Fig. 1: routed metal per tile
Scale: 4 px per µm. The die is cut into 17 by 17 equal tiles; dark blue is low, red is high, scaled to the fullest tile. Values are wire area over tile area, all layers added.
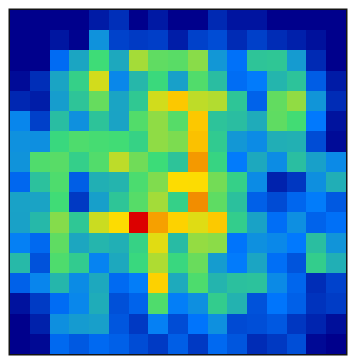
Fig. 2: I/O nets highlighted
Scale: 6 px per µm.
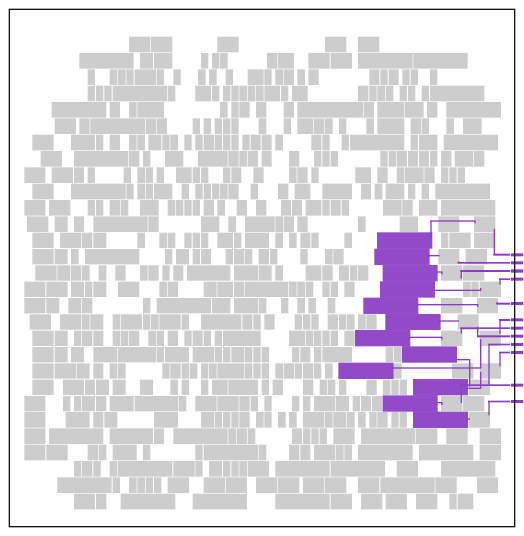
Fig. 3: sequential cells grouped by signal name
Scale: 6 px per µm. Other sequential cells in the stronger gray, the rest of the logic in the fainter gray.
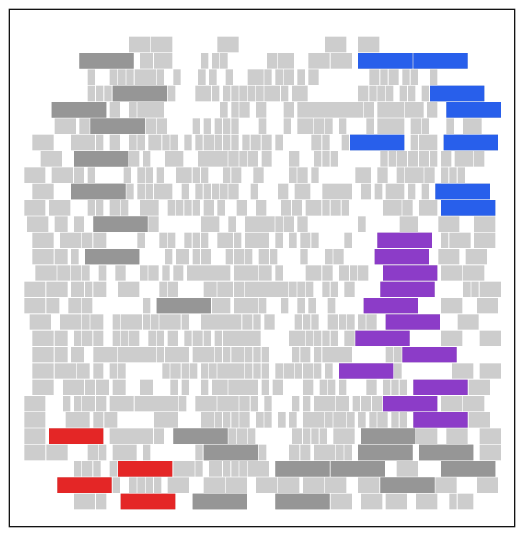
Fig. 4: cell outlines without signal wires
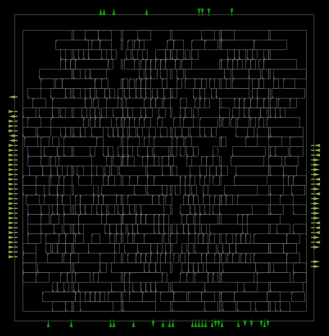
--- config.mk ---
export PLATFORM = sky130hd
export DESIGN_NAME = seq3
export DESIGN_NICKNAME = d
export VERILOG_FILES = /design/src/rtl/seq3_pkg.sv /design/src/rtl/seq3_stack.sv /design/src/rtl/seq3.sv
export SDC_FILE = /design/constraint.sdc
export NUM_CORES = 1
export LEC_CHECK = 0
export ABC_AREA = 1
export CAP_MARGIN = 30
export CORE_AREA = 2 2 82 84
export DETAILED_ROUTE_END_ITERATION = 7
export DIE_AREA = 0 0 84 86
export PLACE_DENSITY = 0.86
export SLEW_MARGIN = 5
export SYNTH_ARGS = -nofsm -noshare
export SYNTH_HDL_FRONTEND = slang
export SYNTH_SLANG_ARGS = --single-unit
--- constraint.sdc ---
create_clock -name clock -period 5.5 [get_ports clock]
set_input_delay 1.1 -clock clock [delete_from_list [all_inputs] [get_ports clock]]
set_output_delay 1.1 -clock clock [all_outputs]
set_load 0.05 [all_outputs]
--- src/rtl/seq3_pkg.sv ---
// Shared opcode and FSM state encodings for the seq3 instruction sequencer.
package seq3_pkg;

   typedef enum logic [3:0] {
      OP_NO = 4'h0,
      OP_CI = 4'h1,
      OP_CR = 4'h2,
      OP_JI = 4'h3,
      OP_JR = 4'h4,
      OP_JZ = 4'h5,
      OP_WN = 4'h6,
      OP_WZ = 4'h7,
      OP_LC = 4'h8,
      OP_DJ = 4'h9,
      OP_CL = 4'hA,
      OP_RT = 4'hB
   } opcode_t;

   typedef enum logic [2:0] {
      ST_RESET   = 3'd0,
      ST_READY   = 3'd1,
      ST_WAIT_NZ = 3'd2,
      ST_WAIT_Z  = 3'd3,
      ST_ERROR   = 3'd4
   } state_t;

endpackage

--- src/rtl/seq3_stack.sv ---
// Return-address LIFO for CL/RT; push/pop take effect on the clock edge, top is combinational.
// Push when full / pop when empty are ignored here; the sequencer traps them as errors.
module seq3_stack
   import seq3_pkg::*;
#(
   parameter int DEPTH = 4,
   parameter int W     = 8
) (
   input  logic         clock,
   input  logic         reset,
   input  logic         push,
   input  logic         pop,
   input  logic [W-1:0] push_dat,
   output logic         full,
   output logic         empty,
   output logic [W-1:0] top
);

   localparam int CW = $clog2(DEPTH + 1);

   logic [CW-1:0] count;
   logic [W-1:0]  mem [DEPTH];

   assign full  = (count == CW'(DEPTH));
   assign empty = (count == '0);

   always_ff @(posedge clock or posedge reset) begin
      if (reset) begin
         count <= '0;
         for (int k = 0; k < DEPTH; k++) mem[k] <= '0;
      end else if (push && !full) begin
         for (int k = 0; k < DEPTH; k++)
            if (count == CW'(k)) mem[k] <= push_dat;
         count <= count + CW'(1);
      end else if (pop && !empty) begin
         count <= count - CW'(1);
      end
   end

   always_comb begin
      top = '0;
      for (int k = 0; k < DEPTH; k++)
         if (count == CW'(k + 1)) top = mem[k];
   end

endmodule

--- src/rtl/seq3.sv ---
// Micro-sequencer: one instruction per accepted cycle, outputs registered one cycle later.
// Waits stall on ireg conditions; CL/RT call stack exists only when SEQ3_CALL_EN is defined.
module seq3
   import seq3_pkg::*;
#(
   parameter int ADDR_W      = 8,
   parameter int NUM_IREG    = 4,
   parameter int NUM_OREG    = 8,
   parameter int STACK_DEPTH = 4
) (
   input  logic                  clock,
   input  logic                  reset,
   input  logic [23:0]           inst,
   input  logic                  inst_en,
   input  logic [8*NUM_IREG-1:0] ireg,
   output logic [ADDR_W-1:0]     next,
   output logic [11:0]           oreg,
   output logic [NUM_OREG-1:0]   oreg_wen,
   output logic                  error
);

   state_t              state;
   opcode_t             op;
   logic [3:0]          dst, src, sel_src, wait_src;
   logic [11:0]         imm;
   logic [7:0]          sel, counter, cnt_dec;
   logic [19:0]         sel_ext;
   logic [NUM_OREG-1:0] dst_oh;
   logic [ADDR_W-1:0]   next_inc;
   logic                fields_ok, op_ok, legal;

   assign op       = opcode_t'(inst[23:20]);
   assign dst      = inst[19:16];
   assign src      = inst[15:12];
   assign imm      = inst[11:0];
   assign next_inc = next + ADDR_W'(1);
   assign cnt_dec  = counter - 8'd1;
   assign sel_ext  = {12'd0, sel};

   // While stalled, the condition tracks the register latched at the wait instruction.
   assign sel_src = (state == ST_WAIT_NZ || state == ST_WAIT_Z) ? wait_src : src;

   always_comb begin
      sel = '0;
      for (int k = 0; k < NUM_IREG; k++)
         if (sel_src == 4'(k)) sel = ireg[8*k +: 8];
   end

   always_comb begin
      dst_oh = '0;
      for (int k = 0; k < NUM_OREG; k++)
         dst_oh[k] = (dst == 4'(k));
   end

   assign fields_ok = (32'(src) < NUM_IREG) && (32'(dst) < NUM_OREG);

`ifdef SEQ3_CALL_EN
   logic              stk_push, stk_pop, stk_full, stk_empty;
   logic [ADDR_W-1:0] stk_top;

   assign stk_push = (state == ST_READY) && inst_en && legal && (op == OP_CL);
   assign stk_pop  = (state == ST_READY) && inst_en && legal && (op == OP_RT);

   seq3_stack #(
      .DEPTH (STACK_DEPTH),
      .W     (ADDR_W)
   ) u_stack (
      .clock    (clock),
      .reset    (reset),
      .push     (stk_push),
      .pop      (stk_pop),
      .push_dat (next_inc),
      .full     (stk_full),
      .empty    (stk_empty),
      .top      (stk_top)
   );
`endif

   always_comb begin
      op_ok = 1'b0;
      case (op)
         OP_NO, OP_CI, OP_CR, OP_JI, OP_JR,
         OP_JZ, OP_WN, OP_WZ, OP_LC, OP_DJ: op_ok = 1'b1;
`ifdef SEQ3_CALL_EN
         OP_CL: op_ok = !stk_full;
         OP_RT: op_ok = !stk_empty;
`endif
         default: op_ok = 1'b0;
      endcase
   end

   assign legal = fields_ok && op_ok;

   always_ff @(posedge clock or posedge reset) begin
      if (reset) begin
         state    <= ST_RESET;
         next     <= '0;
         oreg     <= '0;
         oreg_wen <= '0;
         counter  <= '0;
         wait_src <= '0;
         error    <= 1'b0;
      end else begin
         oreg     <= '0;
         oreg_wen <= '0;
         case (state)
            ST_RESET: state <= ST_READY;
            ST_READY: begin
               if (inst_en) begin
                  if (!legal) begin
                     state <= ST_ERROR;
                     next  <= '0;
                     error <= 1'b1;
                  end else begin
                     case (op)
                        OP_NO: next <= next_inc;
                        OP_CI: begin
                           oreg     <= imm;
                           oreg_wen <= dst_oh;
                           next     <= next_inc;
                        end
                        OP_CR: begin
                           oreg     <= {imm[11:8], sel};
                           oreg_wen <= dst_oh;
                           next     <= next_inc;
                        end
                        OP_JI: next <= imm[ADDR_W-1:0];
                        OP_JR: next <= sel_ext[ADDR_W-1:0];
                        OP_JZ: next <= (sel == 8'd0) ? imm[ADDR_W-1:0] : next_inc;
                        OP_WN: begin
                           wait_src <= src;
                           if (sel != 8'd0) next <= next_inc;
                           else             state <= ST_WAIT_NZ;
                        end
                        OP_WZ: begin
                           wait_src <= src;
                           if (sel == 8'd0) next <= next_inc;
                           else             state <= ST_WAIT_Z;
                        end
                        OP_LC: begin
                           counter <= imm[7:0];
                           next    <= next_inc;
                        end
                        OP_DJ: begin
                           counter <= cnt_dec;
                           next    <= (cnt_dec != 8'd0) ? imm[ADDR_W-1:0] : next_inc;
                        end
`ifdef SEQ3_CALL_EN
                        OP_CL: next <= imm[ADDR_W-1:0];
                        OP_RT: next <= stk_top;
`endif
                        default: begin
                           state <= ST_ERROR;
                           next  <= '0;
                           error <= 1'b1;
                        end
                     endcase
                  end
               end
            end
            ST_WAIT_NZ: begin
               if (inst_en && sel != 8'd0) begin
                  state <= ST_READY;
                  next  <= next_inc;
               end
            end
            ST_WAIT_Z: begin
               if (inst_en && sel == 8'd0) begin
                  state <= ST_READY;
                  next  <= next_inc;
               end
            end
            ST_ERROR: begin
               next  <= '0;
               error <= 1'b1;
            end
            default: begin
               state <= ST_ERROR;
               next  <= '0;
               error <= 1'b1;
            end
         endcase
      end
   end

endmodule
==> PnR_summary.wiki <==
== Metrics ==
{| class="wikitable"
! Metric !! Value
|-
| Final critical-path required period || 3.726 ns
|-
| Count of nets left with antenna violations after detail routing || 0
|-
| Sum of overflow across all layers after global routing || 0
|-
| First-pass GRT wire length || 15,780 µm
|-
| DIE WIDTH || 84 µm
|-
| Data required time of the critical path || 5.70 ns
|-
| Highest-count cells in the layout ignoring fill and taps || sky130_fd_sc_hd__nand2_1 (127), sky130_fd_sc_hd__clkdlybuf4s50_1 (87), sky130_fd_sc_hd__nor2_1 (66)
|-
| Clock Path Buffers || 2
|-
| Highest-delay cell along the critical path || sky130_fd_sc_hd__nor2_1
|-
| Avg Inst Size Synth || 6.821 µm²
|-
| F_max || 268.4 MHz
|-
| CTS root buf || sky130_fd_sc_hd__clkbuf_8
|-
| Final number of setup-violating endpoints || 0
|-
| Cts-stage hold buffer count || 0
|-
| Total tool warning count || 27
|-
| Total half-perimeter wirelength after legalization and detailed placement || 7541 µm
|-
| Leakage power of the design || 2.101 nW
|-
| Post-route DRC || 0
|-
| Leading cell types by count after synthesis || sky130_fd_sc_hd__nand2_1 (127), sky130_fd_sc_hd__nor2_1 (66), sky130_fd_sc_hd__inv_1 (64), sky130_fd_sc_hd__nand3_1 (49), sky130_fd_sc_hd__dfrtp_1 (44)
|-
| RSZ-0062 raised after global routing || no
|-
| DR vias/cell || 5.508
|-
| FF-to-FF End || next[2]
|-
| End of the worst hold path || wait_src[3]
|-
| Synthesized netlist cell count || 494
|-
| Via count of the first global-routing pass || 3,327
|-
| Levels on crit path || 13
|-
| Maximum fanout along the worst path || 15
|-
| Routability cong. || 0.9416
|-
| P&R area growth vs syn || 30.56%
|-
| Top area contributor share || 32.68%
|-
| CTS tree || done
|-
| Power Density || 178.4 nW/µm²
|-
| Fraction of the core area covered by cells at the end of the flow || 70.08%
|-
| Overall Power || 0.7848 mW
|-
| Core Util at FP || 53.68%
|-
| Combined area of all synthesized cells || 3369 µm²
|-
| Most frequent cell after synthesis || sky130_fd_sc_hd__nand2_1
|-
| IR drop worst, VDD || 0.1259 mV
|-
| Ratio of cells with drive above 1 in the final layout || 7.229%
|-
| Ys cells || 494
|-
| Status || complete, no violations
|-
| Data arrival time at the worst-slack endpoint || 3.92 ns
|-
| Die outline height || 86 µm
|-
| Post-CTS Setup Bufs || 0
|-
| Critical path cell sequence || clkdlybuf4s50_1, inv_1, a21oi_1, nor2_1, nand2_1, nor2_1, inv_1, nor2_1, inv_1, nor2_1, inv_1, a211oi_1, a21oi_1
|-
| Top cells by area in the synthesized netlist || sky130_fd_sc_hd__dfrtp_1 (33%), sky130_fd_sc_hd__nand2_1 (14%), sky130_fd_sc_hd__nor2_1 (7.4%)
|-
| Count of cells along the worst register-to-register path || 17
|}
-- Fig. 1 (at the start) --
densest ninth of the die = middle
nearly empty tiles = 8.0%
tiles over half the peak = 21%
Routed WL: 9409 µm
detailed-route via count: 3,624
routed wire length per instance: 14.30 µm

-- Fig. 2 (at the start) --
purple -> oreg  # bits 12, direction output, edge right, end cells 12, wire 155 µm

-- Fig. 3 (at the start) --
red -> wait_src  # sequential cells 4, where bottom left
blue -> counter  # sequential cells 8, where top right
purple -> oreg  # sequential cells 12
not colored = 20

-- Fig. 4 (at the start) --
fraction of standard cell area that is sequential: 25.03%
Core ar.: 6277 µm²
Tap Cells: 77
non-filler cells, final: 658

## stage by stage
step	cells	area, µm²	setup slack [ns]
2_1_floorplan	494	3369	2.546
3_3_place_gp	650	4284	1.590
3_5_place_dp	650	4284	1.489
4_1_cts	658	4399	1.815
5_1_grt	658	4399	1.429
6_report	658	4399	1.774
## logic make-up after synthesis
family,synth area share (%)
buffers and inverters,9.246
adder cells (fa/ha/maj),1.114
flip-flops,32.68
XOR/XNOR,2.340
AND/OR/NAND/NOR,42.59
multiplexers,0.3342
AND-OR/OR-AND,11.70
## flip-flops by register name, summed over array words and instances, names as in the netlist
register,count
counter,8
error,1
next,8
oreg,12
oreg_wen,8
state,3
wait_src,4
## metal layers
metal  part of all wire [%]  vias to the layer above  global-route usage (%)
met5                      0                        -                       0
met1                     45                     1688                   36.21
met4                    1.3                        0                   6.745
li1                       -                     1785                       -
met3                    5.9                       11                   4.235
met2                     48                      140                   45.45
## layout make-up
class                           instances  share of cell area (%)
Sequential cell                        44                   25.03
Multi-Input combinational cell        375                   44.48
Timing Repair Buffer                   89                   20.14
Tap cell                               77                   2.190
Inverter                               65                   5.546
Clock inverter                          3                   1.052
Clock buffer                            5                   1.564
## report_power, final
group	leakage [nW]	internal [mW]	switching (mW)	total (mW)
clock	0.0548	0.137	0.124	0.261
combinational	1.46	0.0795	0.112	0.192
sequential	0.589	0.327	0.00470	0.332
## worst min-delay path, cell delays in order, from the launching register on
cell and delay, ns:
sky130_fd_sc_hd__dfrtp_1 0.35, sky130_fd_sc_hd__nand2_1 0.05, sky130_fd_sc_hd__inv_1 0.04
Power figures rest on the tool's default switching activity, not on a simulated workload.
